<file path="src/rtl/mips32_pkg.sv">
// Shared types and constants for the mips32 unified-memory arbiter.
package mips32_pkg;

  localparam int unsigned AW_DEF = 10;
  localparam int unsigned DW_DEF = 32;

  // Requester ids as latched for the access in flight
  localparam logic REQ_IF = 1'b0;
  localparam logic REQ_DM = 1'b1;

  typedef enum logic [1:0] {
    IDLE  = 2'd0,
    ISSUE = 2'd1,
    WAIT  = 2'd2
  } arb_state_e;

  // Bits needed to hold values 0..max_val
  function automatic int unsigned cnt_width(input int unsigned max_val);
    return (max_val < 2) ? 1 : $clog2(max_val + 1);
  endfunction

endpackage

</file>
<file path="src/rtl/mips32_starve_cnt.sv">
// Saturating count of data grants taken while a fetch was waiting.
module mips32_starve_cnt
  import mips32_pkg::*;
#(
  parameter int unsigned MAX = 3,
  parameter int unsigned CW  = cnt_width(MAX)
) (
  input  logic          clk,
  input  logic          rst,
  input  logic          inc,
  input  logic          clr,
  output logic [CW-1:0] cnt,
  output logic          at_max
);

  assign at_max = (cnt == CW'(MAX));

  // clear wins over increment; hold once saturated
  always_ff @(posedge clk or posedge rst) begin
    if (rst) begin
      cnt <= '0;
    end else if (clr) begin
      cnt <= '0;
    end else if (inc && !at_max) begin
      cnt <= cnt + CW'(1);
    end
  end

endmodule

</file>
<file path="src/rtl/mips32_mem_arbiter.sv">
// Arbitrates the single-port unified memory between fetch and load/store.
module mips32_mem_arbiter
  import mips32_pkg::*;
#(
  parameter int unsigned AW         = AW_DEF,
  parameter int unsigned DW         = DW_DEF,
  parameter int unsigned DEPTH      = 1024,
  parameter int unsigned RD_LAT     = 1,
  parameter int unsigned STARVE_MAX = 3
) (
  input  logic          clk,
  input  logic          rst,
  input  logic          if_req,
  input  logic [AW-1:0] if_addr,
  output logic          if_gnt,
  output logic          if_rvalid,
  output logic [DW-1:0] if_rdata,
  input  logic          dm_req,
  input  logic          dm_we,
  input  logic [AW-1:0] dm_addr,
  input  logic [DW-1:0] dm_wdata,
  output logic          dm_gnt,
  output logic          dm_rvalid,
  output logic [DW-1:0] dm_rdata,
  output logic          dm_err,
  output logic          mem_en,
  output logic          mem_we,
  output logic [AW-1:0] mem_addr,
  output logic [DW-1:0] mem_wdata,
  input  logic [DW-1:0] mem_rdata
);

  localparam int unsigned LW = 3;
  localparam int unsigned SW = cnt_width(STARVE_MAX);

  arb_state_e    state, state_nx;
  logic          win_q;
  logic          we_q;
  logic [AW-1:0] addr_q;
  logic [DW-1:0] wdata_q;
  logic [LW-1:0] lat_q;
  logic [DW-1:0] if_rdata_q;
  logic [DW-1:0] dm_rdata_q;
  logic [SW-1:0] starve_cnt;
  logic          starve_max_c;
  logic          starve_inc_c;
  logic          starve_clr_c;
  logic          in_range_c;
  logic          issue_done_c;
  logic          load_done_c;
  logic          resp_c;
  logic [DW-1:0] resp_data_c;
  logic          if_wait;
  logic          dm_wait;

  assign in_range_c  = (32'(addr_q) < DEPTH);
  assign resp_c      = issue_done_c | load_done_c;
  assign resp_data_c = load_done_c ? mem_rdata : '0;

  // Response routing: live value on the pulse, last captured value otherwise
  assign if_rvalid = resp_c && (win_q == REQ_IF);
  assign dm_rvalid = resp_c && (win_q == REQ_DM);
  assign dm_err    = dm_rvalid && !in_range_c;
  assign if_rdata  = if_rvalid ? resp_data_c : if_rdata_q;
  assign dm_rdata  = dm_rvalid ? resp_data_c : dm_rdata_q;

  // State register
  always_ff @(posedge clk or posedge rst) begin
    if (rst) begin
      state <= IDLE;
    end else begin
      state <= state_nx;
    end
  end

  // Next state, grants and memory strobes
  always_comb begin
    state_nx     = state;
    if_gnt       = 1'b0;
    dm_gnt       = 1'b0;
    mem_en       = 1'b0;
    mem_we       = 1'b0;
    mem_addr     = '0;
    mem_wdata    = '0;
    issue_done_c = 1'b0;
    load_done_c  = 1'b0;
    case (state)
      IDLE: begin
        if (!rst) begin
          if (if_req && (starve_max_c || !dm_req)) begin
            if_gnt   = 1'b1;
            state_nx = ISSUE;
          end else if (dm_req) begin
            dm_gnt   = 1'b1;
            state_nx = ISSUE;
          end
        end
      end
      ISSUE: begin
        if (in_range_c) begin
          mem_en    = 1'b1;
          mem_we    = we_q;
          mem_addr  = addr_q;
          mem_wdata = wdata_q;
        end
        if (we_q || !in_range_c) begin
          issue_done_c = 1'b1;
          state_nx     = IDLE;
        end else begin
          state_nx = WAIT;
        end
      end
      WAIT: begin
        if (lat_q == LW'(1)) begin
          load_done_c = 1'b1;
          state_nx    = IDLE;
        end
      end
      default: state_nx = IDLE;
    endcase
  end

  // Latch the winning request, run the read-latency counter, hold read data
  always_ff @(posedge clk or posedge rst) begin
    if (rst) begin
      win_q      <= REQ_IF;
      we_q       <= 1'b0;
      addr_q     <= '0;
      wdata_q    <= '0;
      lat_q      <= '0;
      if_rdata_q <= '0;
      dm_rdata_q <= '0;
    end else begin
      if (if_gnt || dm_gnt) begin
        win_q   <= dm_gnt ? REQ_DM : REQ_IF;
        we_q    <= dm_gnt && dm_we;
        addr_q  <= dm_gnt ? dm_addr : if_addr;
        wdata_q <= (dm_gnt && dm_we) ? dm_wdata : '0;
      end
      if (state == ISSUE) begin
        lat_q <= LW'(RD_LAT);
      end else if (state == WAIT) begin
        lat_q <= lat_q - LW'(1);
      end
      if (if_rvalid) begin
        if_rdata_q <= if_rdata;
      end
      if (dm_rvalid) begin
        dm_rdata_q <= dm_rdata;
      end
    end
  end

  // Fetch is forced through after STARVE_MAX data grants in a row
  assign starve_inc_c = dm_gnt && if_req;
  assign starve_clr_c = if_gnt || ((state == IDLE) && !if_req);

  mips32_starve_cnt #(
    .MAX (STARVE_MAX),
    .CW  (SW)
  ) u_starve (
    .clk    (clk),
    .rst    (rst),
    .inc    (starve_inc_c),
    .clr    (starve_clr_c),
    .cnt    (starve_cnt),
    .at_max (starve_max_c)
  );

  // Requests must stay asserted until granted
  always_ff @(posedge clk or posedge rst) begin
    if (rst) begin
      if_wait <= 1'b0;
      dm_wait <= 1'b0;
    end else begin
      assert (!if_wait || if_req);
      assert (!dm_wait || dm_req);
      if_wait <= if_req && !if_gnt;
      dm_wait <= dm_req && !dm_gnt;
    end
  end

endmodule

</file>
<file path="config.mk">
export PLATFORM = sky130hd
export DESIGN_NAME = mips32_mem_arbiter
export DESIGN_NICKNAME = d
export VERILOG_FILES = /design/src/rtl/mips32_pkg.sv /design/src/rtl/mips32_starve_cnt.sv /design/src/rtl/mips32_mem_arbiter.sv
export SDC_FILE = /design/constraint.sdc
export NUM_CORES = 1
export LEC_CHECK = 0
export CAP_MARGIN = 10
export CORE_ASPECT_RATIO = 1.4
export CORE_UTILIZATION = 45
export CTS_BUF_LIST = sky130_fd_sc_hd__clkbuf_4 sky130_fd_sc_hd__clkbuf_8 sky130_fd_sc_hd__clkbuf_16
export CTS_CLUSTER_SIZE = 24
export DETAILED_ROUTE_END_ITERATION = 6
export PLACE_DENSITY = 0.77
export SYNTH_ARGS = -nofsm -noshare
export SYNTH_HDL_FRONTEND = slang
export SYNTH_SLANG_ARGS = --single-unit
</file>
<file path="constraint.sdc">
create_clock -name clk -period 3.7 [get_ports clk]
set_input_delay 0.37 -clock clk [delete_from_list [all_inputs] [get_ports clk]]
set_output_delay 0.37 -clock clk [all_outputs]
set_load 0.02 [all_outputs]
</file>
run_1/layer_met1.png
Cells faint in the background.
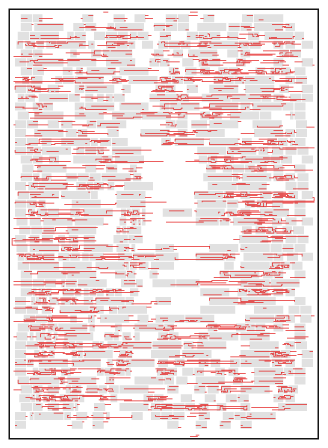
- main direction: horizontal
- share of all routed wire: 41%
routed vias: 4607
wirelength, routed: 13800 um
met1 Use GR: 0.307

run_1/layer_met2.png
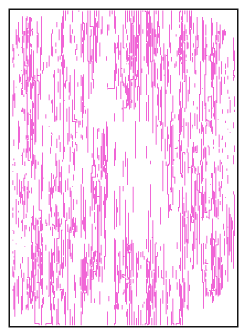
- share of all routed wire: 51%
- nets with wire on the layer: 662
- main direction: vertical
- wire length on this layer: 7090 um

run_1/layer_met3.png
Cells faint in the background.
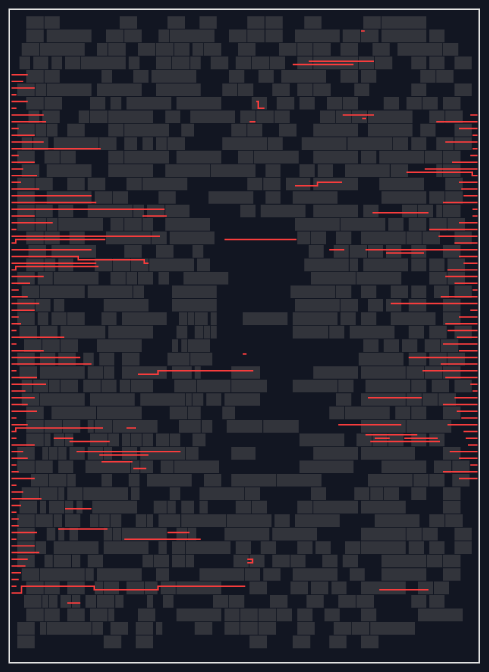
- share of all routed wire: 7.6%
- nets with wire on the layer: 154
- wire length on this layer: 1050 um
- main direction: horizontal
global routing usage on met3: 0.0613

==> GITHUB_STEP_SUMMARY, run 1 <==
## Implementation flow summary

| Metric | Value |
|---|---|
| CP bufs+invs | `3` |
| Global route overflow | `0` |
| Setup violators final | `0` |
| Clk pwr share | `0.224` |
| M1 WL | `5600 um` |
| Top cell excl fill/tap | `clkdlybuf4s50_1` |
| Mapped Avg Cell Area | `about 12 sq um` |
| Highest ir drop seen on vdd | `339 uV` |
| Number of global-route vias before repair | `around 4700` |
| 1st-pass router iterations | `5` |
| Power Dens Cells | `around 870 nW/um^2` |
| Synth top area share | `0.532` |
| Count leader, synth | `a22o_1` |
| Crit-path max cell delay | `0.62 ns` |
| Cell Rows | `around 47` |
| GR Util met2 | `0.384` |
| Most frequent cells in the layout | `clkdlybuf4s50_1 (200), a22o_1 (160), dfrtp_1 (115)` |
| Mux share | `0.00393` |
| Worst Tran Pin Value | `0.748 ns` |
| Commonest flop | `dfrtp_1` |
| Simple-Gate Fraction of Synth Area | `0.0842` |
| Gr usage total | `0.236` |
| Die width | `94.7 um` |
| Post-synthesis cell type count | `34` |
| Layout cell share with drive strength beyond 1 | `0.0718` |
| Worst-path clk slew | `about 0.050 ns` |
| Clock buffer depth | `2` |
| Max-slew violations | `0` |
| Post-synth EDFFs | `0` |
| Initial core utilization | `0.460` |
| Sw Pwr | `0.00246 W` |
| Min-delay worst type | `reg -> reg` |
| Core area | `11800 sq um` |
| Yosys aoi share | `0.303` |
| Main logic family | `AND-OR/OR-AND gates` |
| Top sig layer | `met4` |
| Nets | `738` |
| Chip Area | `12500 sq um` |
| Comb group | `roughly 0.0034 W` |
| Met3 Wirelength | `1050 um` |
| Post-synth seq share | `0.532` |
| Setup crit end kind | `primary output` |
| PostCTS Resize Cnt | `0` |
| Post-DRT Antenna Nets | `0` |
| Area fraction in xor and xnor cells | `0` |
| HPWL Detailed | `9080 um` |
| Hold Path End | `we_q$_DFFE_PP0P_` |
| Syn Inst Count | `462` |
| Drt via density | `around 5.7` |
| Worst Setup SP | `state[0]$_DFFE_PP0P_` |
| Reg-to-reg slack, setup | `1.52 ns` |
| DRC viols | `0` |
| Die Span Y | `132 um` |
| Port Buffers | `around 200` |
| Worst r2r src | `state[0]$_DFFE_PP0P_` |
| Unrepaired setup endpoints after global routing | `no` |
| Worst hold path startpoint | `we_q$_DFFE_PP0P_` |
| Cell count of the worst reg-to-reg path | `6` |
| Routed len/inst | `17.2 um` |
| Internal power | `about 0.0046 W` |
| Count of boundary I/O pins | `slightly above 200` |
| Sequential share of power | `0.302` |
| CTS Buf Count | `17` |
| Ys cells | `462` |
| Synth top cells by count | `a22o_1 (160), dfrtp_1 (115), and2_1 (44)` |
| Post-layout min period | `3.12 ns` |
| FF-to-FF End | `addr_q[9]$_DFFE_PP0P_` |
| H-tree lvl count | `4` |
| Req. time, crit path | `3.33 ns` |
| Most used routing layer | `met2` |
| Cell type with the largest total area | `dfrtp_1` |
| Post-CTS Setup Inserts | `0` |
| Chip Area, Yosys | `5410 sq um` |
| Maximum clock rate | `between 300 and 400 MHz` |
| Syn_nets | `558` |
| First-pass GRT wire length | `23200 um` |
| Layout Area Growth over Synthesis | `49.6%` |
| Largest cells by area | `dfrtp_1 (53%), a22o_1 (26%), and2_1 (5.1%)` |
| Cycle use final | `0.843` |
| Lkg Pwr | `3.66 nW` |
| Hold Violations, Final | `0` |
| Max cap viols | `0` |
| RD Place Congestion | `0.765` |
| Slowest CP cell | `clkdlybuf4s50_1` |
| Status | `complete, no violations` |
| Worst Hold Depth | `1` |
| Skew final | `approximately 0.0080 ns` |
| Root Driver | `clkbuf_16` |
| Yosys warning tally | `0` |
| DP Area | `7500 sq um` |
## run 1: through the flow
step / std cells / utilization / total power [W] / hold WS [ns]
2_1_floorplan: 462 / - / 0.00409 / 0.455
3_5_place_dp: 770 / 0.638 / 0.00550 / 0.482
3_3_place_gp: 770 / 0.638 / 0.00541 / 0.477
4_1_cts: 802 / 0.688 / 0.00714 / 0.493
6_report: 802 / 0.688 / 0.00708 / 0.487
5_1_grt: 802 / 0.688 / 0.00749 / 0.512
## run 1: area by class of cell
cell class	count	area, sq um
clock inverter	9	105
fill	868	3670
clock buffer	23	483
tap	147	184
inverter	18	70.1
multi-input combinational	281	2240
sequential	115	2880
timing repair buffer	209	2130
--- run 2 (diff from run 1) ---
Settings changed: CORE_UTILIZATION 45 to 40, PLACE_DENSITY 0.77 to 0.72.
Clock period 3.7 ns to 2.75 ns, I/O delays scaled along.
run_2/layer_met2.png
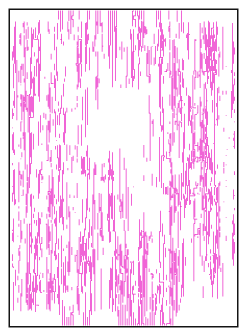
- longest straight run: 49.1 um
- share of all routed wire: 49%
- nets with wire on the layer: 651
routed vias: 4561
GR Util met2: 0.353
wirelength, routed: 14700 um

run_2/congestion.png
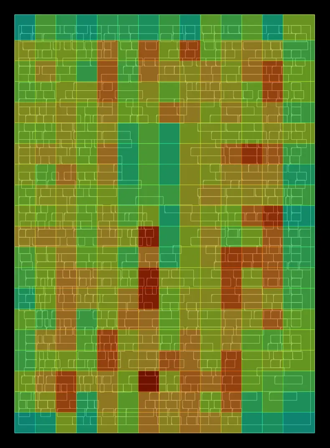
final core occ: 0.636
most used routing layer: met2
global routing usage on met3: 0.0658
met1 Use GR: 0.270

run_2/flops_by_reg.png
Scale bar: 20 um.
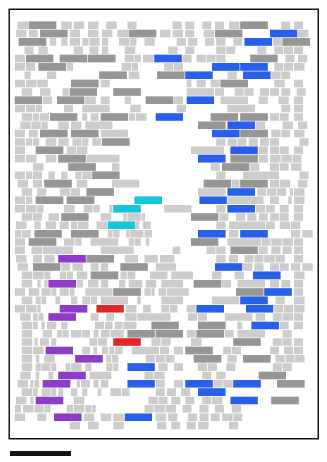
- lat_q: cyan (flops 3)
- addr_q: purple (flops 10; where south-west)
- u_starve.cnt: red (flops 2)
- if_rdata_q: blue (flops 32)
Seq group: 0.00287 W
Register Area: 2880 sq um

==> run 2 against run 1 <==
Effect of this change: clock-buffer cell count shrank 5; critical path depth is the same; synthesized cell count is the same; non-clock buffer count grew 8; cell area grew 2.2%; largest power group unchanged.
==> GITHUB_STEP_SUMMARY, run 2 <==
## Implementation flow summary

| Metric | Value |
|---|---|
| Antenna Diode Count | `0` |
| Setup crit end | `if_rvalid` |
| Max-slew violations | `0` |
| Tap Cells | `178` |
| 1st-pass router iterations | `4` |
| Top sig layer | `met4` |
| Detail Route met2 WL | `about 7200 um` |
| Skew final | `between 0.009 and 0.01 ns` |
| RD Place Congestion | `~0.72` |
| Maximum clock rate | `between 300 and 400 MHz` |
| CTS tree | `done` |
| Final TNS setup | `0 ns` |
| Post-synth ARST share | `1.00` |
| CP Launch Type | `flip-flop` |
| Syn_nets | `between 500 and 600` |
| Chip Area | `14000 sq um` |
| DP Area | `~7600 sq um` |
| Nonclk inv count | `18` |
| Clock Latency Late Sink | `0.40 ns` |
| Leading cell kind | `flip-flops and latches` |
| Crit-path max cell delay | `0.53 ns` |
| Sequential cell area share | `0.348` |
| Post-CTS Setup Inserts | `1` |
| Combinational Area | `2240 sq um` |
| Yosys warning tally | `0` |
| Final instance area | `8270 sq um` |
| Worst Tran Pin Value | `0.586 ns` |
| Commonest flop | `dfrtp_1` |
| Synth top cells by count | `a22o_1 (160), dfrtp_1 (115), and2_1 (44)` |
| Hold-fix buffers, CTS | `0` |
| Gr usage total | `0.215` |
| Ys cells | `~460` |
| Largest registers | `dm_rdata_q x32, if_rdata_q x32, wdata_q x32` |
| Comb area share | `0.271` |
| Largest cells by area | `dfrtp_1 (53%), a22o_1 (26%), and2_1 (5.1%)` |
| Cycle use final | `0.958` |
| Most frequent cells in the layout | `a22o_1 (160), clkdlybuf4s50_1 (136), dfrtp_1 (115)` |
| Met3 Wirelength | `1170 um` |
| Port Buffers | `200` |
| Clock buffers | `18` |
| Layout fillers | `1086` |
| Lkg Pwr | `4.00 nW` |
| Max cap viols | `0` |
| Post-synth EDFFs | `0` |
| Status | `complete, no violations` |
| CP Depth | `7` |
| Yosys adder share | `0.0162` |
| Setup crit end kind | `primary output` |
| Worst-path clk slew | `0.06 ns` |
| FF+latch count, synth | `115` |
| Routed len/inst | `approximately 18 um` |
| H-tree lvl count | `4` |
| Worst Setup SP | `state[0]$_DFFE_PP0P_` |
| Comb gates | `281` |
| Mapped Avg Cell Area | `11.7 sq um` |
| Core area | `13000 sq um` |
| Pin count of the biggest net entering global routing | `around 100` |
| Count of boundary I/O pins | `202` |
| PostCTS Resize Cnt | `65` |
| Flop count | `around 120` |
| Nets | `746` |
| Main logic family | `AND-OR/OR-AND gates` |
| HPWL Detailed | `9210 um` |
| Layout cell share with drive strength beyond 1 | `0.0860` |
| Post-synth seq share | `0.532` |
| Syn Inst Count | `462` |
| First-pass GRT wire length | `23800 um` |
| Die Span Y | `between 100 and 150 um` |
| Crit Path Category | `reg -> out` |
| Cell Rows | `49` |
| Initial core utilization | `0.416` |
| Clock buffer depth | `2` |
| Signal buffers share of area | `0.267` |
| Reg-to-reg slack, setup | `0.65 ns` |
| Clock-cell share | `0.0779` |
| Top cell excl fill/tap | `a22o_1` |
| Slowest CP cell | `clkdlybuf4s50_1` |
| Number of global-route vias before repair | `approximately 4700` |
| Post-layout min period | `2.64 ns` |
| Hold Violations, Final | `0` |
| Req. time, crit path | `around 2.5 ns` |
| Power Dens Cells | `1150 nW/um^2` |
| Highest ir drop seen on vdd | `483 uV` |
| Root Driver | `clkbuf_16` |
| Cell type with the largest total area | `dfrtp_1` |
| Critical path, cell by cell | `inv_1, ha_1, and3b_2, o21bai_4, buf_12, inv_1, clkdlybuf4s50_1` |
| Setup violators final | `0` |
| Post-DRT Antenna Nets | `0` |
| Non-clock buffer count | `217` |
| Area fraction in xor and xnor cells | `0` |
| Chip Area, Yosys | `5410 sq um` |
| Min-delay worst type | `in -> async` |
| CTS Buf Count | `17` |
| Unrepaired setup endpoints after global routing | `no` |
| Yosys aoi share | `0.303` |
| Rel. slew slack | `0.608` |
| Die width | `100 um` |
| Global route overflow | `0` |
| Mux share | `0.00393` |
| Largest fanout on the critical path | `33` |
| Worst r2r src | `state[0]$_DFFE_PP0P_` |
| Simple-Gate Fraction of Synth Area | `0.0842` |
| Layout Area Growth over Synthesis | `52.8%` |
| DRC viols | `0` |
| Count leader, synth | `a22o_1` |
| M1 WL | `6230 um` |
| Data arrival time of the worst path | `approximately 2.4 ns` |
| Most Frequent Cell on Critical Path | `inv_1` |
| CP bufs+invs | `4` |
| FF-to-FF End | `addr_q[8]$_DFFE_PP0P_` |
| Drt via density | `5.42` |
| Post-synthesis cell type count | `34` |
| Synth top area share | `0.532` |
| Cell count of the worst reg-to-reg path | `6` |
==> run 2: cell counts after synthesis <==
No cell type changed its count.
==> run 2: per-stage QoR <==
| stage | worst slack [ns] | hold slack [ns] | power (W) | instances |
|---|---|---|---|---|
| finish | 0.114 | 0.329 | 0.00955 | 841 |
| global route | 0.000390 | 0.363 | 0.0101 | 841 |
| CTS | 0.0485 | 0.323 | 0.00963 | 840 |
| detailed placement | 0.192 | 0.474 | 0.00741 | 804 |
| global placement | 0.286 | 0.468 | 0.00731 | 804 |
| floorplan | 0.738 | 0.408 | 0.00551 | 462 |
==> run 2: where the power goes <==
group          switching [W]  internal (W)  leakage, nW
registers           0.000429       0.00244         1.51
clock network       0.000773       0.00161        0.301
logic                0.00219       0.00211         2.19
Power is estimated from default activity; no workload was simulated.
